File: src/rtl/mem_reg_loader_pkg.sv
// mem_reg_loader_pkg: shared widths, word limit and FSM states for the memory-to-register loader
package mem_reg_loader_pkg;
  localparam int DATA_W = 32;
  localparam int ADDR_W = 5;
  localparam int CNT_W = 6;
  localparam int MAX_WORDS = 1 << ADDR_W;
  typedef enum logic [2:0] {IDLE, READ, WAIT, WRITE, DONE} state_t;
endpackage

File: src/rtl/mem_reg_loader_ptr.sv
// mem_reg_loader_ptr: wrapping address pointer with load and increment
module mem_reg_loader_ptr import mem_reg_loader_pkg::*; (
  input  logic              clk,
  input  logic              rst,
  input  logic              load,
  input  logic              inc,
  input  logic [ADDR_W-1:0] load_val,
  output logic [ADDR_W-1:0] ptr
);
  always_ff @(posedge clk or posedge rst)
    if (rst) ptr <= '0;
    else if (load) ptr <= load_val;
    else if (inc) ptr <= ptr + 1'b1;
endmodule

File: src/rtl/mem_reg_loader.sv
// mem_reg_loader: copies count memory words into consecutive registers, 3 cycles per word; MEM_REG_LOADER_R0_PROTECT_EN blocks writes to register 0
module mem_reg_loader import mem_reg_loader_pkg::*; (
  input  logic              clk,
  input  logic              rst,
  input  logic              start,
  input  logic [ADDR_W-1:0] mem_base,
  input  logic [ADDR_W-1:0] reg_base,
  input  logic [CNT_W-1:0]  count,
  output logic              busy,
  output logic              done,
  output logic              mem_rd,
  output logic [ADDR_W-1:0] mem_addr,
  input  logic [DATA_W-1:0] mem_rdata,
  output logic [DATA_W-1:0] reg_di,
  output logic [ADDR_W-1:0] reg_dir,
  output logic              reg_write
);
  state_t state, next;
  logic [CNT_W-1:0] cnt, n_clamp;
  logic [ADDR_W-1:0] reg_ptr;
  logic accept;
  assign accept = state == IDLE && start;
  assign n_clamp = count > CNT_W'(MAX_WORDS) ? CNT_W'(MAX_WORDS) : count;
  mem_reg_loader_ptr u_mem_ptr (
    .clk(clk), .rst(rst), .load(accept), .inc(state == WRITE), .load_val(mem_base), .ptr(mem_addr)
  );
  mem_reg_loader_ptr u_reg_ptr (
    .clk(clk), .rst(rst), .load(accept), .inc(state == WRITE), .load_val(reg_base), .ptr(reg_ptr)
  );
  always_ff @(posedge clk or posedge rst)
    if (rst) state <= IDLE;
    else state <= next;
  always_comb
    next = state == IDLE  ? (start ? (n_clamp == '0 ? DONE : READ) : IDLE) :
           state == READ  ? WAIT :
           state == WAIT  ? WRITE :
           state == WRITE ? (cnt == CNT_W'(1) ? DONE : READ) : IDLE;
  always_ff @(posedge clk or posedge rst)
    if (rst) begin
      cnt <= '0;
      reg_di <= '0;
      reg_dir <= '0;
    end else begin
      if (accept) cnt <= n_clamp;
      else if (state == WRITE) cnt <= cnt - 1'b1;
      if (state == WAIT) begin
        reg_di <= mem_rdata;
        reg_dir <= reg_ptr;
      end
    end
  assign busy = state != IDLE;
  assign done = state == DONE;
  assign mem_rd = state == READ;
`ifdef MEM_REG_LOADER_R0_PROTECT_EN
  assign reg_write = state == WRITE && reg_dir != '0;
`else
  assign reg_write = state == WRITE;
`endif
endmodule

File: config.mk
export PLATFORM = sky130hd
export DESIGN_NAME = mem_reg_loader
export DESIGN_NICKNAME = d
export VERILOG_FILES = /design/src/rtl/mem_reg_loader_pkg.sv /design/src/rtl/mem_reg_loader_ptr.sv /design/src/rtl/mem_reg_loader.sv
export SDC_FILE = /design/constraint.sdc
export NUM_CORES = 1
export LEC_CHECK = 0
export ABC_AREA = 1
export CAP_MARGIN = 20
export CELL_PAD_IN_SITES_DETAIL_PLACEMENT = 1
export CELL_PAD_IN_SITES_GLOBAL_PLACEMENT = 1
export CORE_ASPECT_RATIO = 1.1
export CORE_MARGIN = 10
export CORE_UTILIZATION = 28
export DETAILED_ROUTE_END_ITERATION = 8
export HOLD_SLACK_MARGIN = 0.12
export PLACE_DENSITY_LB_ADDON = 0.05
export SLEW_MARGIN = 15
export SYNTH_ARGS = -nofsm -noshare
export SYNTH_HDL_FRONTEND = slang
export SYNTH_SLANG_ARGS = --single-unit
File: constraint.sdc
create_clock -name clk -period 1.6 [get_ports clk]
set_input_delay 0.16 -clock clk [delete_from_list [all_inputs] [get_ports clk]]
set_output_delay 0.16 -clock clk [all_outputs]
set_load 0.005 [all_outputs]
==> flow_metrics.env, run 1 <==
# physical design summary
export IMPL_warnings=28
export IMPL_fp_util=0.288
export IMPL_power_share_clock=0.133
export IMPL_comb_share=0.267
export IMPL_cts_tree="done"
export IMPL_lay_top_count="nand2_1"
export IMPL_place_congestion=0.791
export IMPL_netlist_area_um2=2560
export IMPL_via_per_inst=4.47
export IMPL_cts_root_buffer="clkbuf_8"
export IMPL_period_used=0.932
export IMPL_clock_tree_buffer_depth=2
export IMPL_grtUsageTotal=0.120
export IMPL_firstDrtPassIters=4
export IMPL_critPathArrivalTime_ps=1330
export IMPL_largest_class="registers"
export IMPL_crit_required_ps=1440
export IMPL_finalSetupViolCount=0
export IMPL_grt_pass1_wl_um=13300
export IMPL_outcome="finished, final reports clean"
export IMPL_cts_hold_buf=0
export IMPL_p_comb_frac=0.495
export IMPL_grt_max_degree=57
export IMPL_ys_seq_frac=0.548
export IMPL_clk_share=0.0285
export IMPL_power_internal_mw=4.33
export IMPL_postSynthNetCount=371
export IMPL_yosys_cell_types_count=23
export IMPL_synth_avg_cell_area_um2=8.10
export IMPL_cpPeakStageDelay_ps=450
export IMPL_drtAntennaViolNets=0
export IMPL_n_fill_cell=1098
export IMPL_dpl_cell_count=522
export IMPL_setup_ws_ps=109
export IMPL_antenna_found_initial=0
export IMPL_hp_class="primary input to asynchronous set/reset pin"
export IMPL_crit_chain="buf_4 -> nor3_1 -> dlygate4sd2_1"
export IMPL_die_h_um=120
export IMPL_synthArstFlopShare=1.00
export IMPL_seq_power_share=0.372
export IMPL_synth_edff_count=0
export IMPL_ios=97
export IMPL_placementRows=36
export IMPL_ys_seq_elements=56
export IMPL_port_buffers=96
export IMPL_ir_worst_vdd_mv=0.721
export IMPL_die_x_um=111
export IMPL_layout_drive_gt1_share=0.0671
export IMPL_pre_cts_slack_ps=112
export IMPL_critPathKind="flop to primary output"
export IMPL_seq_area_um2=1400
export IMPL_slew_violations=0
export IMPL_largest_reg_flops=32
export IMPL_grt_pass1_vias=2539
export IMPL_finalSetupTns_ps=0
export IMPL_ys_warn_count=0
export IMPL_reg_largest_list="reg_di (32), cnt (6)"
export IMPL_seq_area_frac=0.372
export IMPL_power_density_nw_per_um2=1860
export IMPL_cp_end_kind="primary output"
export IMPL_vias=2371
export IMPL_cp_max_fo=3
export IMPL_post_cts_buffers=0
export IMPL_cpLargestDelayFamily="flip-flops"
export IMPL_wl_um=8090
export IMPL_syn_instance_count=316
export IMPL_swShare=0.385
export IMPL_layout_nets=471
export IMPL_placedInstanceArea_um2=3650
export IMPL_cts_made_buffers=5
export IMPL_final_clkbuf_count=6
export IMPL_rsz0062_at_grt="false"
export IMPL_critical_path_startpoint_type="flop"
export IMPL_drtIter0Drc=64
export IMPL_drcViolationCount=0
export IMPL_yosysCellCount=316
export IMPL_topCellsByArea="dfrtp_1, nand2_1, nand3_1"
run 1: power by group through the flow:
stage | logic (mW) | clock network [mW] | registers (mW)
6_report | 3.49 | 0.936 | 2.62
5_1_grt | 4.00 | 1.05 | 2.72
4_1_cts | 3.59 | 0.980 | 2.64
3_5_place_dp | 3.58 | 0 | 2.65
3_3_place_gp | 3.51 | 0 | 2.63
2_1_floorplan | 1.75 | 0 | 2.61
run 1: worst register-to-register path, stage by stage, from the launching register on:
cell and delay (ps):
dfrtp_2 450, buf_4 150, nand3_2 100, buf_4 170, nand2_1 90, inv_2 180
nand2_1 90, nand3_1 80
run 1: cell families after synthesis:
family / synth area share
AOI/OAI and AO/OA: 0.0333
buffers and inverters: 0.0606
DFF: 0.548
and+or+nand+nor: 0.322
adders and majority gates: 0.0196
xor gates and xnor gates: 0.0171
run 1: worst paths after layout:
| kind | from | to | slack, ps | cells past startpoint |
|---|---|---|---|---|
| max | state[1] | done | 110 | 3 |
| min | rst | reg_di[21] | 220 | 3 |
| max reg2reg | state[1] | cnt[0] | 240 | 7 |
| min reg2reg | reg_di[11] | reg_di[11] | 480 | 2 |
| max in group asynchronous | rst | state[0] | 1110 | 3 |
| min in group clk | mem_rdata[27] | reg_di[27] | 380 | 3 |
run 1: layer usage:
| metal | vias to the layer above | GRT usage | share of wire |
|---|---|---|---|
| li1 | 1175 | - | - |
| met1 | 1129 | 0.153 | 0.48 |
| met2 | 63 | 0.197 | 0.47 |
| met3 | 4 | 0.0282 | 0.047 |
| met4 | 0 | 0.0338 | 0.0089 |
| met5 | - | 0 | 0 |
run 1: metrics by stage:
step / utilization / hold WS (ps)
after global routing: 0.426 / 253
after detailed placement: 0.412 / 460
after floorplan: - / 277
after global placement: 0.412 / 454
final: 0.426 / 219
after CTS: 0.425 / 225
Fig. 1: run 1, placement by cell class
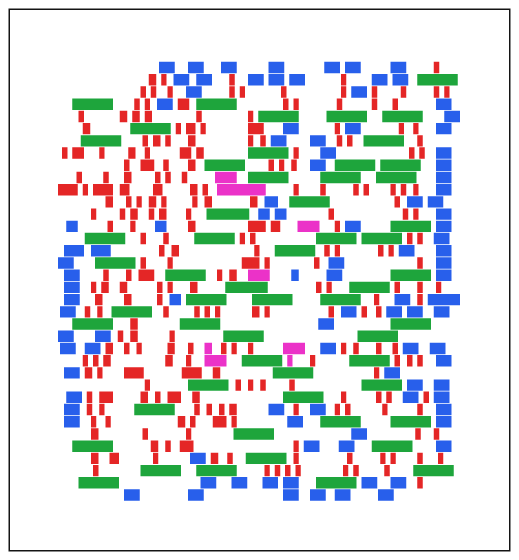
legend:
  magenta:
    class: clock drivers and dummy loads
    cells: 8
    share_of_their_area: 3.0%
  red:
    class: all other logic
    cells: 251
    share_of_their_area: 30%
  green:
    class: flip-flops
    cells: 56
    share_of_their_area: 39%
  blue:
    class: other buffers and delay cells
    cells: 102
    share_of_their_area: 28%

Fig. 2: run 1, clock wiring as the flow saved it
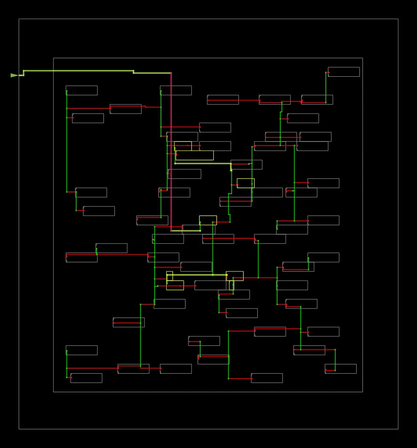
Clk. pwr: 0.936 mW
clock sinks: 56
clock latency at the later pin of the worst-skew pair: 310 ps

Fig. 3: run 1, clock wires, drivers and flops
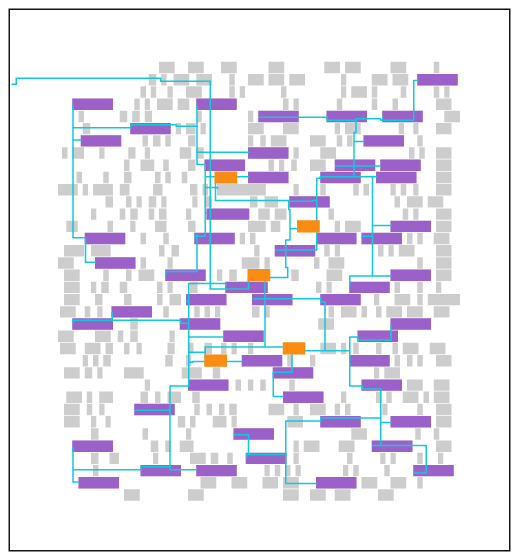
legend:
  purple:
    item: flip-flops
    count: 56
  orange:
    item: cells driving clock nets
    count: 5
  cyan:
    item: clock wires
    length: 827 um
routed clock nets: 6

==> run 1 -> run 2 <==
- CTS_CLUSTER_SIZE: default -> 24
Fig. 4: run 2, clock wires, drivers and flops
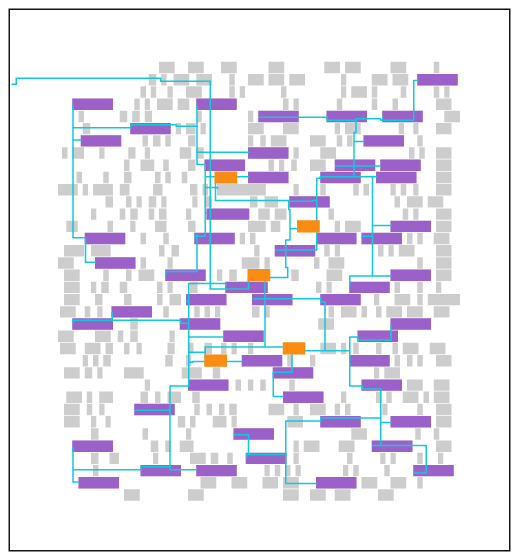
legend:
  orange:
    item: cells driving clock nets
    count: 5
  purple:
    item: flip-flops
    count: 56
  cyan:
    item: clock wires
    length: 827 um
routed clock nets: 6

==> run 2 against run 1 <==
Against the previous run:
- sequential share of layout area stayed put
- highest routed layer unchanged
- combinational power barely moved
- utilization is the same
- largest cell class unchanged
==> flow_metrics.env, run 2 <==
# physical design summary
export IMPL_outcome="finished, final reports clean"
export IMPL_seq_area_um2=1400
export IMPL_topCellsByArea="dfrtp_1, nand2_1, nand3_1"
export IMPL_grt_pass1_vias=2539
export IMPL_layout_nets=471
export IMPL_synthArstFlopShare=1.00
export IMPL_port_buffers=96
export IMPL_ff2ff_setup_slack_ps=240
export IMPL_cp_max_fo=3
export IMPL_synth_edff_count=0
export IMPL_die_h_um=120
export IMPL_period_used=0.932
export IMPL_die_x_um=111
export IMPL_grt_pass1_wl_um=13300
export IMPL_reg2reg_from="state[1]"
export IMPL_yosys_cell_types_count=23
export IMPL_placementRows=36
export IMPL_power_density_nw_per_um2=1860
export IMPL_ys_warn_count=0
export IMPL_vias=2371
export IMPL_hp_class="primary input to asynchronous set/reset pin"
export IMPL_ys_seq_elements=56
export IMPL_n_fill_cell=1098
export IMPL_critical_path_startpoint_type="flop"
export IMPL_ios=97
export IMPL_drcViolationCount=0
export IMPL_cts_made_buffers=5
export IMPL_largest_reg_flops=32
export IMPL_via_per_inst=4.47
export IMPL_dpl_cell_count=522
export IMPL_critPathKind="flop to primary output"
export IMPL_ir_worst_vdd_mv=0.721
export IMPL_lay_top_count="nand2_1"
export IMPL_grtUsageTotal=0.120
export IMPL_cts_sinks=56
export IMPL_ys_seq_frac=0.548
export IMPL_warnings=28
export IMPL_postSynthNetCount=371
export IMPL_post_cts_buffers=0
export IMPL_crit_required_ps=1440
export IMPL_rsz0062_at_grt="false"
export IMPL_netlist_area_um2=2560
export IMPL_cts_hold_buf=0
export IMPL_cp_end_kind="primary output"
export IMPL_grt_max_degree=57
export IMPL_slew_violations=0
run 2: cell counts after synthesis:
Identical to the previous run, type by type.
run 2: stage by stage:
step / TNS (ps) / utilization / instance area, um2 / hold WS [ps] / power (mW)
2_1_floorplan: 0 / - / 2560 / 277 / 4.36
3_3_place_gp: 0 / 0.412 / 3650 / 454 / 6.14
3_5_place_dp: 0 / 0.412 / 3650 / 460 / 6.23
4_1_cts: -132 / 0.425 / 3770 / 225 / 7.21
5_1_grt: 0 / 0.426 / 3780 / 253 / 7.76
6_report: 0 / 0.426 / 3780 / 219 / 7.04
run 2: logic make-up (layout without fill, tap and decap cells):
family | count (synthesis) | count (layout) | share of synthesized area
adder cells (fa/ha/maj) | 4 | 4 | 0.0196
buffers and inverters | 35 | 136 | 0.0606
AND/OR/NAND/NOR | 200 | 200 | 0.322
flip-flops | 56 | 56 | 0.548
AND-OR/OR-AND | 16 | 16 | 0.0333
XOR/XNOR | 5 | 5 | 0.0171
run 2: per-layer routing:
layer / vias up / share of wire / GRT usage
met4: 0 / 0.0089 / 0.0338
met5: - / 0 / 0
met1: 1129 / 0.48 / 0.153
li1: 1175 / - / -
met2: 63 / 0.47 / 0.197
met3: 4 / 0.047 / 0.0282
run 2: layout make-up:
| cell class | count | area share |
|---|---|---|
| clock buffers | 6 | 0.0192 |
| well taps | 114 | 0.0377 |
| clock inverters | 2 | 0.00927 |
| flip-flops and latches | 56 | 0.372 |
| multi-input cells | 225 | 0.267 |
| repair buffers | 102 | 0.269 |
| inverters | 26 | 0.0265 |
run 2: power by group:
group          switching (mW)  internal [mW]  total, mW
clock                   0.470          0.466      0.936
combinational            1.74           1.75       3.49
sequential              0.499           2.12       2.62
run 2: critical path: stages, from the launching register on:
cell and delay, ps:
dfrtp_2 450, buf_4 150, nor3_1 150, dlygate4sd2_1 280
No activity file was given, so power comes from the tool's default toggle rates.
